run_1/density.png
(2 px per micron) 15 x 16 tiles, from dark blue (low) to red (high), 0 to 100% covered.
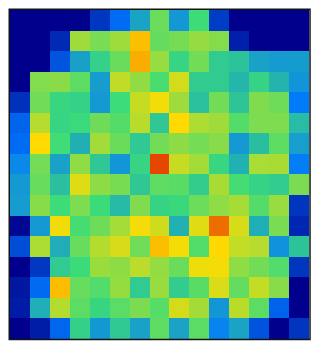
run_1/clock_map.png
(2 px per micron)
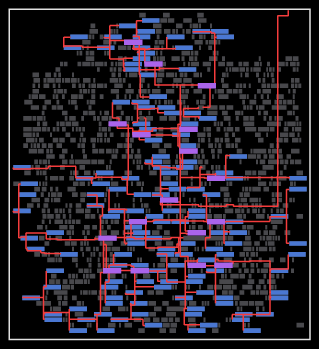
run_1/final_congestion.png
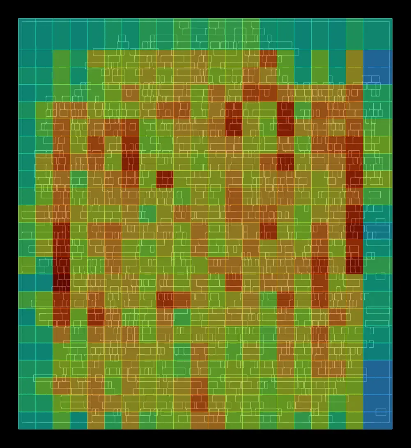
$ cat src/rtl/wavegen_cfg_if.sv
// Configuration write port of the multi-channel DDS/PWM waveform generator.
// The controller side drives a one-cycle write strobe with the target channel and its settings.
interface wavegen_cfg_if #(
  parameter int PW = 16
) ();
  logic          cfg_we;
  logic [2:0]    cfg_ch;
  logic [2:0]    cfg_mode;
  logic [PW-1:0] cfg_inc;
  logic          cfg_pclr;

  modport master (
    output cfg_we,
    output cfg_ch,
    output cfg_mode,
    output cfg_inc,
    output cfg_pclr
  );

  modport slave (
    input cfg_we,
    input cfg_ch,
    input cfg_mode,
    input cfg_inc,
    input cfg_pclr
  );
endinterface

$ cat src/rtl/wavegen_dds_pwm.sv
// Multi-channel DDS waveform generator with PWM outputs on a shared 2^DW-cycle frame.
// Config writes land in shadow registers and become active only at the frame boundary.
module wavegen_dds_pwm #(
  parameter int NCH = 2,
  parameter int DW  = 8,
  parameter int PW  = 16
) (
  input  logic           clk,
  input  logic           rst_n,
  wavegen_cfg_if.slave   cfg,
  output logic [NCH-1:0] pwm,
  output logic [NCH-1:0] sync,
  output logic           frame
);

  localparam logic [2:0]    MODE_SINE = 3'd1;
  localparam logic [2:0]    MODE_SAW  = 3'd2;
  localparam logic [2:0]    MODE_TRI  = 3'd3;
  localparam logic [2:0]    MODE_SQR  = 3'd4;
  localparam logic [2:0]    MODE_DC   = 3'd5;
  localparam logic [DW-1:0] CNT_MAX   = {DW{1'b1}};

  // Quarter-wave magnitude round(127*sin(2*pi*k/256)), k = 0..63; the k = 64 peak is handled separately.
  localparam logic [6:0] SINE_Q [64] = '{
    7'd0,   7'd3,   7'd6,   7'd9,   7'd12,  7'd16,  7'd19,  7'd22,
    7'd25,  7'd28,  7'd31,  7'd34,  7'd37,  7'd40,  7'd43,  7'd46,
    7'd49,  7'd51,  7'd54,  7'd57,  7'd60,  7'd63,  7'd65,  7'd68,
    7'd71,  7'd73,  7'd76,  7'd78,  7'd81,  7'd83,  7'd85,  7'd88,
    7'd90,  7'd92,  7'd94,  7'd96,  7'd98,  7'd100, 7'd102, 7'd104,
    7'd106, 7'd107, 7'd109, 7'd111, 7'd112, 7'd113, 7'd115, 7'd116,
    7'd117, 7'd118, 7'd120, 7'd121, 7'd122, 7'd122, 7'd123, 7'd124,
    7'd125, 7'd125, 7'd126, 7'd126, 7'd126, 7'd127, 7'd127, 7'd127
  };

  function automatic logic [DW-1:0] sample_fn(
    input logic [2:0]    mode,
    input logic [DW-1:0] idx,
    input logic [DW-1:0] level
  );
    logic [5:0]    addr;
    logic [6:0]    mag;
    logic [7:0]    s8;
    logic [DW-1:0] wide;
    logic [DW-1:0] tri_v;
    addr = idx[DW-3 -: 6];
    // Falling quarters read the table backwards; address 0 there is the peak itself.
    if (idx[DW-2]) begin
      addr = 6'd0 - addr;
    end else begin
      addr = addr;
    end
    if (idx[DW-2] && (addr == 6'd0)) begin
      mag = 7'd127;
    end else begin
      mag = SINE_Q[addr];
    end
    s8 = {1'b1, mag};
    if (idx[DW-1]) begin
      s8 = ~s8;
    end else begin
      s8 = s8;
    end
    wide  = DW'(s8) << (DW - 8);
    tri_v = {idx[DW-2:0], 1'b0};
    case (mode)
      MODE_SINE: sample_fn = wide;
      MODE_SAW:  sample_fn = idx;
      MODE_TRI:  sample_fn = idx[DW-1] ? ~tri_v : tri_v;
      MODE_SQR:  sample_fn = idx[DW-1] ? {DW{1'b0}} : {DW{1'b1}};
      MODE_DC:   sample_fn = level;
      default:   sample_fn = {DW{1'b0}};
    endcase
  endfunction

  logic [DW-1:0]  cnt_r;
  logic [DW-1:0]  cnt_nxt_s;
  logic           boundary_s;

  logic [2:0]     sh_mode_r  [NCH];
  logic [PW-1:0]  sh_inc_r   [NCH];
  logic [NCH-1:0] sh_pclr_r;
  logic [2:0]     act_mode_r [NCH];
  logic [PW-1:0]  act_inc_r  [NCH];
  logic [PW-1:0]  acc_r      [NCH];
  logic [DW-1:0]  duty_r     [NCH];

  logic [PW:0]    sum_s      [NCH];
  logic [PW-1:0]  acc_nxt_s  [NCH];
  logic [DW-1:0]  duty_nxt_s [NCH];
  logic [NCH-1:0] carry_s;
  logic [NCH-1:0] wr_hit_s;
  logic [NCH-1:0] pwm_nxt_s;

  assign boundary_s = (cnt_r == CNT_MAX);

  // Per-channel next phase, wrap detection, next duty and next PWM level.
  always_comb begin
    cnt_nxt_s = cnt_r + DW'(1);
    for (int n = 0; n < NCH; n++) begin
      sum_s[n]    = {1'b0, acc_r[n]} + {1'b0, act_inc_r[n]};
      wr_hit_s[n] = cfg.cfg_we & (cfg.cfg_ch == 3'(n));
      if (sh_pclr_r[n]) begin
        acc_nxt_s[n] = {PW{1'b0}};
        carry_s[n]   = 1'b0;
      end else if (act_mode_r[n] == MODE_DC) begin
        acc_nxt_s[n] = acc_r[n];
        carry_s[n]   = 1'b0;
      end else begin
        acc_nxt_s[n] = sum_s[n][PW-1:0];
        carry_s[n]   = sum_s[n][PW];
      end
      duty_nxt_s[n] = sample_fn(sh_mode_r[n], acc_nxt_s[n][PW-1 -: DW], sh_inc_r[n][PW-1 -: DW]);
      if (boundary_s) begin
        pwm_nxt_s[n] = (cnt_nxt_s < duty_nxt_s[n]);
      end else begin
        pwm_nxt_s[n] = (cnt_nxt_s < duty_r[n]);
      end
    end
  end

  // Free-running frame counter and the frame-start pulse.
  always_ff @(posedge clk or negedge rst_n) begin
    if (!rst_n) begin
      cnt_r <= {DW{1'b0}};
      frame <= 1'b0;
    end else begin
      cnt_r <= cnt_nxt_s;
      frame <= boundary_s;
    end
  end

  // Shadow config; a pending phase clear stays set until a boundary consumes it.
  always_ff @(posedge clk or negedge rst_n) begin
    if (!rst_n) begin
      sh_pclr_r <= {NCH{1'b0}};
      for (int n = 0; n < NCH; n++) begin
        sh_mode_r[n] <= 3'd0;
        sh_inc_r[n]  <= {PW{1'b0}};
      end
    end else begin
      for (int n = 0; n < NCH; n++) begin
        if (wr_hit_s[n]) begin
          sh_mode_r[n] <= cfg.cfg_mode;
          sh_inc_r[n]  <= cfg.cfg_inc;
        end
        if (boundary_s) begin
          sh_pclr_r[n] <= wr_hit_s[n] & cfg.cfg_pclr;
        end else if (wr_hit_s[n]) begin
          sh_pclr_r[n] <= sh_pclr_r[n] | cfg.cfg_pclr;
        end
      end
    end
  end

  // Boundary update of active config, phase, duty and wrap pulse.
  always_ff @(posedge clk or negedge rst_n) begin
    if (!rst_n) begin
      sync <= {NCH{1'b0}};
      for (int n = 0; n < NCH; n++) begin
        act_mode_r[n] <= 3'd0;
        act_inc_r[n]  <= {PW{1'b0}};
        acc_r[n]      <= {PW{1'b0}};
        duty_r[n]     <= {DW{1'b0}};
      end
    end else if (boundary_s) begin
      sync <= carry_s;
      for (int n = 0; n < NCH; n++) begin
        act_mode_r[n] <= sh_mode_r[n];
        act_inc_r[n]  <= sh_inc_r[n];
        acc_r[n]      <= acc_nxt_s[n];
        duty_r[n]     <= duty_nxt_s[n];
      end
    end else begin
      sync <= {NCH{1'b0}};
    end
  end

  // Registered PWM comparator outputs.
  always_ff @(posedge clk or negedge rst_n) begin
    if (!rst_n) begin
      pwm <= {NCH{1'b0}};
    end else begin
      pwm <= pwm_nxt_s;
    end
  end

endmodule
$ cat src/flat_wrapper.sv
// flat-port wrapper written by rule: the top's interface ports become plain ports
module wavegen_dds_pwm_flat 
#(
  parameter int NCH = 2,
  parameter int DW  = 8,
  parameter int PW  = 16
)
  (clk, rst_n, pwm, sync, frame, cfg_cfg_we, cfg_cfg_ch, cfg_cfg_mode, cfg_cfg_inc, cfg_cfg_pclr);
  wavegen_cfg_if #(.PW(PW)) cfg_i ();
  input  logic clk;
  input  logic rst_n;
  output logic [NCH-1:0] pwm;
  output logic [NCH-1:0] sync;
  output logic frame;
  input wire logic [$bits(cfg_i.cfg_we)-1:0] cfg_cfg_we;
  input wire logic [$bits(cfg_i.cfg_ch)-1:0] cfg_cfg_ch;
  input wire logic [$bits(cfg_i.cfg_mode)-1:0] cfg_cfg_mode;
  input wire logic [$bits(cfg_i.cfg_inc)-1:0] cfg_cfg_inc;
  input wire logic [$bits(cfg_i.cfg_pclr)-1:0] cfg_cfg_pclr;
  assign cfg_i.cfg_we = cfg_cfg_we;
  assign cfg_i.cfg_ch = cfg_cfg_ch;
  assign cfg_i.cfg_mode = cfg_cfg_mode;
  assign cfg_i.cfg_inc = cfg_cfg_inc;
  assign cfg_i.cfg_pclr = cfg_cfg_pclr;
  wavegen_dds_pwm #(.NCH(NCH), .DW(DW), .PW(PW)) u_core (.clk(clk), .rst_n(rst_n), .cfg(cfg_i), .pwm(pwm), .sync(sync), .frame(frame));
endmodule
$ cat config.mk
export PLATFORM = sky130hd
export DESIGN_NAME = wavegen_dds_pwm_flat
export DESIGN_NICKNAME = d
export VERILOG_FILES = /design/src/rtl/wavegen_cfg_if.sv /design/src/rtl/wavegen_dds_pwm.sv /design/src/flat_wrapper.sv
export SDC_FILE = /design/constraint.sdc
export NUM_CORES = 1
export LEC_CHECK = 0
export CORE_ASPECT_RATIO = 1.1
export CORE_UTILIZATION = 43
export DETAILED_ROUTE_END_ITERATION = 10
export HOLD_SLACK_MARGIN = 0.1
export PLACE_DENSITY_LB_ADDON = 0.12
export SLEW_MARGIN = 0
export SYNTH_ARGS = -nofsm -noshare
export SYNTH_HDL_FRONTEND = slang
export SYNTH_SLANG_ARGS = --single-unit
export TNS_END_PERCENT = 30
$ cat constraint.sdc
create_clock -name clk -period 6.7 [get_ports clk]
set_input_delay 1.34 -clock clk [delete_from_list [all_inputs] [get_ports clk]]
set_output_delay 1.34 -clock clk [all_outputs]
set_load 0.01 [all_outputs]
==> flow_metrics.tcl, run 1 <==
# place-and-route summary
set metrics [dict create \
    run_status "completed" \
    synth_warnings 0 \
    power.leakage_nw 5.161 \
    synth_cell_types 92 \
    power_switching_mw 0.6035 \
    min_path_type "flip-flop to flip-flop" \
    area.growth.synth_to_final_pct 11.86 \
    globalRouteOverflowTotal 0 \
    report.final.hold_viol_count 0 \
    grt_first_pass_wirelength_microns 43480 \
    post_synth_main_area_contributors "sky130_fd_sc_hd__dfrtp_1, sky130_fd_sc_hd__ha_1, sky130_fd_sc_hd__nand2_1" \
    worst_ep_arrival_time_ps 6500 \
    cts_buffers 17 \
    drt.antenna.violating_nets 0 \
    unrepaired_setup_endpoints_after_global_routing "false" \
    yosys_cells 1184 \
    top_area_cell "sky130_fd_sc_hd__dfrtp_1" \
    grt_antenna_before_repair 0 \
    postSynthAreaPerCell_sq_um 8.705 \
    rel_slew_slack 0.2114 \
    power.ir.vdd_worst_mv 0.1354 \
    worstSetupPathType "flip-flop to flip-flop" \
    clock_sink_count 139 \
    syn_inst 1184 \
    top_logic_family "AND-OR/OR-AND gates" \
    finalMaxSlewViolations 0 \
    power.switching_fraction 0.2755 \
    grt_max_degree 95 \
    xor_area_frac 0.05111 \
    rows 59 \
    period_minus_slack_ps 6163 \
    gp_routability_congestion 0.8678 \
    post_synth_edffs 0 \
    powerComb_mw 0.295 \
    synthAoiAreaFrac 0.2322 \
    worst_ep_required_ps 7040 \
    clockBufferDepth 2 \
    hold_slack_ps 470.0 \
]
## Picture notes: density.png
- mean over tiles: 45%
- fullest tile: 92%
- nearly empty tiles: 9.2%
- emptiest ninth of the die: north-west
- tiles over 75% full: 3.7%
Layout Utilization: 0.4880
floorplan-stage core utilization: 0.4363
core area: 0.02362 sq mm

## Picture notes: clock_map.png
- flip-flops: blue (count 139)
- cells driving clock nets: purple (count 17)
- clock wires: red (length 2020 microns)
- routed clock nets: 18
portion of total power attributed to the clock network: 0.428
Clk power: 0.937 mW
clock latency of the later-clocked register in the worst-skew pair: 420 ps
Clock Skew: 12.60 ps

## Picture notes: final_congestion.png
global routing met1 resource utilization: 0.3009
GR Util met2: 0.3784
global-route usage over all layers: 0.2246
gr busiest metal: met2
average detailed-routed wire length per instance: 17.16 microns

[run 1: per-layer routing]
layer / share of wire / vias up / global-route usage
li1: - / 4352 / -
met5: 0 / - / 0
met1: 0.49 / 4156 / 0.3009
met4: 0.013 / 0 / 0.06169
met2: 0.48 / 111 / 0.3784
met3: 0.022 / 21 / 0.02928
[run 1: kinds of logic (layout without fill, tap and decap cells)]
kind of cell | after synthesis | after routing
muxes | 59 | 59
AOI/OAI and AO/OA | 348 | 348
and+or+nand+nor | 417 | 417
buffers and inverters | 84 | 114
xor gates and xnor gates | 56 | 56
adders and majority gates | 81 | 81
DFF | 139 | 139
[run 1: final timing paths]
| kind | from | endpoint | slack, ps |
|---|---|---|---|
| worst max-delay path | u_core.acc_r[16]$_DFFE_PN0P_ | u_core.pwm[0]$_DFF_PN0_ | 540 |
| worst min-delay path | u_core.act_mode_r[0]$_DFFE_PN0P_ | u_core.act_mode_r[0]$_DFFE_PN0P_ | 470 |
| worst max register to register | u_core.acc_r[16]$_DFFE_PN0P_ | u_core.pwm[0]$_DFF_PN0_ | 540 |
| worst min register to register | u_core.act_mode_r[0]$_DFFE_PN0P_ | u_core.act_mode_r[0]$_DFFE_PN0P_ | 470 |
| max in group asynchronous | rst_n | u_core.duty_r[3]$_DFFE_PN0P_ | 4540 |
| min in group asynchronous | rst_n | u_core.act_inc_r[5]$_DFFE_PN0P_ | 1000 |
[run 1: state kept, by name, indices dropped and copies added (netlist names)]
register	flops
u_core.act_mode_r	6
u_core.act_inc_r	32
u_core.frame	1
u_core.pwm	2
u_core.duty_r	16
u_core.sh_pclr_r	2
u_core.acc_r	32
u_core.sync	2
u_core.sh_inc_r	32
u_core.cnt_r	8
u_core.sh_mode_r	6
[run 1: Yosys cell counts (15+ instances only)]
cell	count
sky130_fd_sc_hd__nand2_1	217
sky130_fd_sc_hd__dfrtp_1	139
sky130_fd_sc_hd__o21ai_0	82
sky130_fd_sc_hd__ha_1	79
sky130_fd_sc_hd__a21oi_1	74
sky130_fd_sc_hd__nor2_1	68
sky130_fd_sc_hd__clkbuf_1	42
sky130_fd_sc_hd__mux2_2	41
sky130_fd_sc_hd__xnor2_1	35
sky130_fd_sc_hd__nand3_1	32
sky130_fd_sc_hd__inv_1	28
sky130_fd_sc_hd__a22o_1	23
sky130_fd_sc_hd__nor3_1	23
sky130_fd_sc_hd__a211oi_1	21
sky130_fd_sc_hd__mux2i_1	18
sky130_fd_sc_hd__xor2_1	17
sky130_fd_sc_hd__nor2b_1	15
[run 1: cell usage in the layout (no fill, tap or decap), drive strengths merged, types with 13 or more instances in the layout]
master and instances:
a211oi 21, a21o 13, a21oi 76, a22o 23, a31oi 13, buf 23, clkbuf 19, clkdlybuf4s50 29
dfrtp 139, ha 79, inv 34, mux2 41, mux2i 18, nand2 217, nand3 33, nor2 69
nor2b 15, nor3 27, o21ai 94, xnor2 37, xor2 18
[run 1: cell type report]
cell class / instances / area, sq um
sequential: 139 / 3478
multi-input combinational: 961 / 6507
timing repair buffer: 52 / 466.7
fill: 2330 / 12090
tap: 305 / 381.6
clock inverter: 12 / 135.1
inverter: 31 / 116.4
clock buffer: 19 / 442.9
--- run 2 (diff from run 1) ---
CORE_ASPECT_RATIO = not set   (was 1.1)
SKIP_CTS_REPAIR_TIMING = 1   (was not set)
TNS_END_PERCENT = 10   (was 30)
==> run 2 against run 1 <==
Clock skew is 1.6 ps lower. Critical path depth unchanged. Flip-flop count did not move. Global-route usage decreased by 0.13 points. Wire length is 0.73% lower. Fmax up 2.0%. Cell count up 0.86%. Sequential share of layout area about the same. First-iteration DRC count increased by 55%. Clock power down 3.5%. Power is 1.6% lower. Critical path type unchanged. Critical endpoint unchanged.
==> flow_metrics.tcl, run 2 <==
# place-and-route summary
set metrics [dict create \
    unrepaired_setup_endpoints_after_global_routing "false" \
    synth_cell_types 92 \
    post_synth_main_area_contributors "sky130_fd_sc_hd__dfrtp_1, sky130_fd_sc_hd__ha_1, sky130_fd_sc_hd__nand2_1" \
    clockBufferDepth 2 \
    common_cells "sky130_fd_sc_hd__nand2_1, sky130_fd_sc_hd__dfrtp_1, sky130_fd_sc_hd__o21ai_0, sky130_fd_sc_hd__ha_1, sky130_fd_sc_hd__a21oi_1" \
    postSynthAreaPerCell_sq_um 8.705 \
    cts_buffers 17 \
    htree_levels 4 \
    worst_ep_required_ps 7040 \
    core_area_sq_mm 0.02347 \
    fill_cells 2233 \
    hold_slack_ps 472.1 \
    run_status "completed" \
    syn_inst 1184 \
    drt.antenna.violating_nets 0 \
    globalRouteOverflowTotal 0 \
    area.growth.synth_to_final_pct 11.74 \
    synth_area_sq_mm 0.01031 \
    rel_slew_slack 0.2564 \
    drtPass1Iterations 5 \
    path_max_fanout 8 \
    synth_warnings 0 \
    topRoutingLayerUsed "met4" \
    routed-wl-met2_microns 11620 \
    power.ir.vdd_worst_mv 0.1624 \
    biggest_regs "u_core.acc_r (32), u_core.act_inc_r (32), u_core.sh_inc_r (32)" \
    report.final.hold_viol_count 0 \
    clock_sink_count 139 \
    layout_top_cell_excl_fill_tap "sky130_fd_sc_hd__nand2_1" \
    yosys_cells 1184 \
    synth.most_common_cell "sky130_fd_sc_hd__nand2_1" \
    post_synth_edffs 0 \
    layout.cells.most_common_list "sky130_fd_sc_hd__nand2_1, sky130_fd_sc_hd__dfrtp_1, sky130_fd_sc_hd__o21ai_0, sky130_fd_sc_hd__ha_1, sky130_fd_sc_hd__a21oi_1" \
    grt_antenna_before_repair 0 \
    grt_first_pass_wirelength_microns 43500 \
    top_area_cell "sky130_fd_sc_hd__dfrtp_1" \
    synth.ff_latch_count 139 \
    finClkSkew_ps 10.96 \
    core_util_floorplan 0.4391 \
    rows 56 \
    period_minus_slack_ps 6042 \
    worst_setup_path_start_kind "flip-flop" \
    m1WireLength_microns 13210 \
    power.leakage_nw 5.136 \
    clock_latency_of_the_later_clocked_register_in_the_worst_skew_pair_ps 420 \
    finalMaxSlewViolations 0 \
    gp_routability_congestion 0.8569 \
    worstSetupPathType "flip-flop to flip-flop" \
    worst_ep_arrival_time_ps 6380 \
]
-- run 2: cell counts after synthesis --
No cell type changed its count.
-- run 2: stage by stage --
step	std cells	setup WS (ps)	total power, mW
finish	1532	658.2	2.156
global route	1532	61.50	2.254
CTS	1532	595.8	2.182
detailed placement	1500	647.1	1.268
global placement	1500	702.6	1.266
floorplan	1184	1098	1.160
-- run 2: where the power goes --
group          leakage (nW)  switching, mW  total, mW  internal [mW]
sequential             1.85         0.0661      0.958          0.892
combinational          3.02          0.159      0.294          0.135
clock                 0.268          0.417      0.904          0.487
-- run 2: worst max-delay path: cells and delay by family (launching register included) --
kind / cells / cell delay (ps)
fa+ha+maj: 4 / 1120
simple gates: 8 / 1900
buf+inv: 1 / 90
compound gates: 12 / 2460
flops: 1 / 380
-- run 2: cell type report --
type / count / area share
multi-input cells: 961 / 0.5657
flip-flops and latches: 139 / 0.3020
inverters: 31 / 0.01010
clock inverters: 15 / 0.01130
repair buffers: 50 / 0.03922
clock buffers: 17 / 0.03694
well taps: 319 / 0.03466
-- run 2: final timing paths --
kind                                                 start                                to  slack (ps)  depth (start not counted)
max in group asynchronous                            rst_n      u_core.duty_r[8]$_DFFE_PN0P_        4500                          2
max reg2reg                   u_core.acc_r[16]$_DFFE_PN0P_           u_core.pwm[0]$_DFF_PN0_         660                         25
min reg2reg                u_core.sh_inc_r[19]$_DFFE_PN0P_  u_core.act_inc_r[19]$_DFFE_PN0P_         470                          2
min                        u_core.sh_inc_r[19]$_DFFE_PN0P_  u_core.act_inc_r[19]$_DFFE_PN0P_         470                          2
min in group asynchronous                            rst_n       u_core.acc_r[1]$_DFFE_PN0P_         940                          1
max                           u_core.acc_r[16]$_DFFE_PN0P_           u_core.pwm[0]$_DFF_PN0_         660                         25
-- run 2: per-layer routing --
metal,GRT usage,vias up
met3,0.03129,30
li1,-,4348
met4,0.05976,0
met5,0,-
met2,0.3498,142
met1,0.3201,4145
-- run 2: cells by family after synthesis --
logic type / after synthesis / synth area share
compound gates: 348 / 0.2322
flops: 139 / 0.3375
mux: 59 / 0.06228
fa+ha+maj: 81 / 0.09979
buf+inv: 84 / 0.03363
xor+xnor: 56 / 0.05111
simple gates: 417 / 0.1834
run_2/port_nets.png
(2 px per micron)
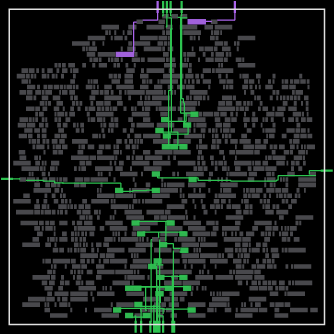
- pwm: purple (bits 2; direction output; edge north; end cells 2; buffers 2; wire 45.4 microns)
- cfg_cfg_inc: green (bits 16; direction input; edge 10 south, 4 north, 1 east, 1 west; end cells 32; buffers 16; wire 895 microns)
top-level port count: 31
count of input and output buffers: 30

run_2/final_congestion.png
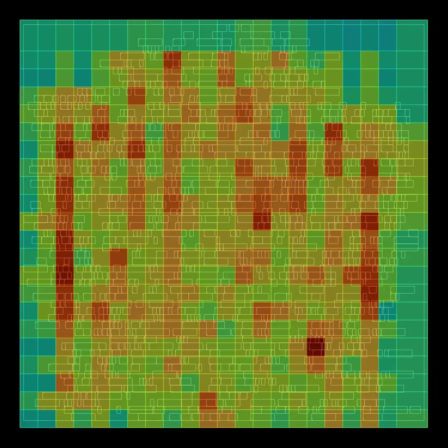
global-route usage over all layers: 0.2233
average detailed-routed wire length per instance: 16.89 microns
Layout Utilization: 0.4906
GR Util met2: 0.3498
met3 track demand over resource: 0.03129

--- run 3 (diff from run 2) ---
CORE_MARGIN = 2   (was not set)
run_3/clock_map.png
(2 px per micron)
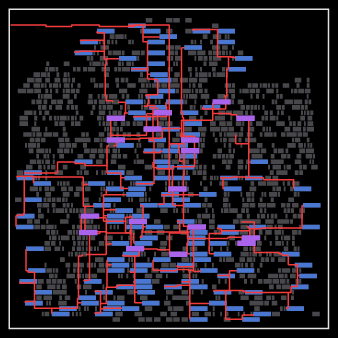
- cells driving clock nets: purple (count 17)
- clock wires: red (length 2100 microns)
- flip-flops: blue (count 139)
- routed clock nets: 18
portion of total power attributed to the clock network: 0.435
Clock Skew: 14.75 ps
Clk power: 0.966 mW

run_3/port_nets.png
(1.5 px per micron)
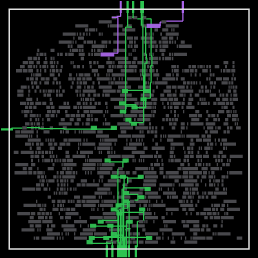
- cfg_cfg_inc: green (bits 16; direction input; edge 11 south, 4 north, 1 west; end cells 32; buffers 16; wire 896 microns)
- pwm: purple (bits 2; direction output; edge north; end cells 2; buffers 2; wire 59.3 microns)

==> run 3 against run 2 <==
First-iteration DRC count shrank 1.7%. Utilization grew 0.13 points. Non-clock buffer count shrank 2. Clock power grew 6.9%. Fmax shrank 0.27%. Critical path type unchanged. Combinational power is essentially flat. Synthesized cell count is the same. Die area grew 2.6%. Clock skew grew 3.8 ps.
==> flow_metrics.tcl, run 3 <==
# place-and-route summary
set metrics [dict create \
    clock_sink_count 139 \
    grt_first_pass_wirelength_microns 43570 \
    ios 31 \
    grt_max_degree 74 \
    layout_top_cell_excl_fill_tap "sky130_fd_sc_hd__nand2_1" \
    yosys_cells 1184 \
    min_path_type "flip-flop to flip-flop" \
    layout.cells.most_common_list "sky130_fd_sc_hd__nand2_1, sky130_fd_sc_hd__dfrtp_1, sky130_fd_sc_hd__o21ai_0, sky130_fd_sc_hd__ha_1, sky130_fd_sc_hd__a21oi_1" \
    count_of_input_and_output_buffers 30 \
    synth.ff_latch_count 139 \
    cell_depth_of_the_worst_flop_to_flop_path 23 \
    drt.antenna.violating_nets 0 \
    fill_cells 2273 \
    worst_setup_path_end "u_core.pwm[1]$_DFF_PN0_" \
    gp_routability_congestion 0.8235 \
    final-instance-count-excl-fill 1530 \
    p_total_mw 2.220 \
    post_synth_edffs 0 \
    worst_ep_required_ps 7020 \
    cts_buffers 17 \
    finalMaxSlewViolations 0 \
    power.ir.vdd_worst_mv 0.1537 \
    drtPass1Iterations 5 \
    syn_inst 1184 \
    clock_latency_of_the_later_clocked_register_in_the_worst_skew_pair_ps 420 \
    grt_antenna_before_repair 0 \
    cells_after_dpl 1498 \
    run_status "completed" \
    globalRouteOverflowTotal 0 \
    synth_warnings 0 \
    area.growth.synth_to_final_pct 12.03 \
    reg2reg_from "u_core.acc_r[0]$_DFFE_PN0P_" \
    timing.reg2reg.setup_slack_ps 640 \
    path_max_fanout 10 \
    globalRouteTotalUtil 0.2093 \
    rel_slew_slack 0.2762 \
    avgRoutedWirePerCell_microns 17.12 \
    worst_ep_arrival_time_ps 6380 \
    common_cells "sky130_fd_sc_hd__nand2_1, sky130_fd_sc_hd__dfrtp_1, sky130_fd_sc_hd__o21ai_0, sky130_fd_sc_hd__ha_1, sky130_fd_sc_hd__a21oi_1" \
    postSynthAreaPerCell_sq_um 8.705 \
]
[run 3: area by class of cell]
type,count,area share
Multi-Input combinational cell,961,0.5647
Clock buffer,17,0.03684
Tap cell,319,0.03457
Inverter,31,0.01008
Clock inverter,15,0.01474
Sequential cell,139,0.3013
Timing Repair Buffer,48,0.03782
[run 3: worst min path at each step]
stage          cells past startpoint                             start  slack, ps                               end
3_5_place_dp                       2  u_core.act_mode_r[4]$_DFFE_PN0P_        460  u_core.act_mode_r[4]$_DFFE_PN0P_
5_1_grt                            2    u_core.sh_inc_r[7]$_DFFE_PN0P_        490   u_core.act_inc_r[7]$_DFFE_PN0P_
2_1_floorplan                      2    u_core.sh_inc_r[0]$_DFFE_PN0P_        430   u_core.act_inc_r[0]$_DFFE_PN0P_
6_report                           2  u_core.act_mode_r[4]$_DFFE_PN0P_        470  u_core.act_mode_r[4]$_DFFE_PN0P_
3_3_place_gp                       2    u_core.sh_inc_r[7]$_DFFE_PN0P_        450   u_core.act_inc_r[7]$_DFFE_PN0P_
4_1_cts                            2  u_core.act_mode_r[4]$_DFFE_PN0P_        470  u_core.act_mode_r[4]$_DFFE_PN0P_
[run 3: routing by layer]
metal  GRT usage  vias to the layer above  share of wire
li1            -                     4348              -
met1      0.2991                     4119           0.50
met2      0.3370                      138           0.47
met3     0.03004                       20          0.023
met4     0.04504                        0         0.0094
met5           0                        -              0
[run 3: report_power, final]
part / switching [mW] / internal (mW) / leakage (nW)
Sequential: 0.0677 / 0.891 / 1.85
Combinational: 0.159 / 0.135 / 3.01
Clock: 0.433 / 0.534 / 0.288
[run 3: cell families (layout without fill, tap and decap cells)]
kind of cell	Yosys count	in the layout	synth area share
DFF	139	139	0.3375
muxes	59	59	0.06228
xor gates and xnor gates	56	56	0.05111
adders and majority gates	81	81	0.09979
AOI/OAI and AO/OA	348	348	0.2322
buffers and inverters	84	111	0.03363
and+or+nand+nor	417	417	0.1834
[run 3: stage by stage]
stage	utilization	hold WS (ps)	setup slack (ps)
after floorplan	-	434.8	1098
after global routing	0.4919	493.0	79.80
after global placement	0.4663	448.3	561.8
after detailed placement	0.4663	455.4	579.1
after CTS	0.4917	471.0	531.1
final	0.4919	467.0	641.8
[run 3: worst max-delay path, delay by kind of cell, from the launching register on]
family	cells	cell delay [ps]
AND/OR/NAND/NOR	6	1130
adder cells (fa/ha/maj)	4	1250
AND-OR/OR-AND	12	3030
buffers and inverters	1	160
flip-flops	1	390
Power is estimated from default activity; no workload was simulated.
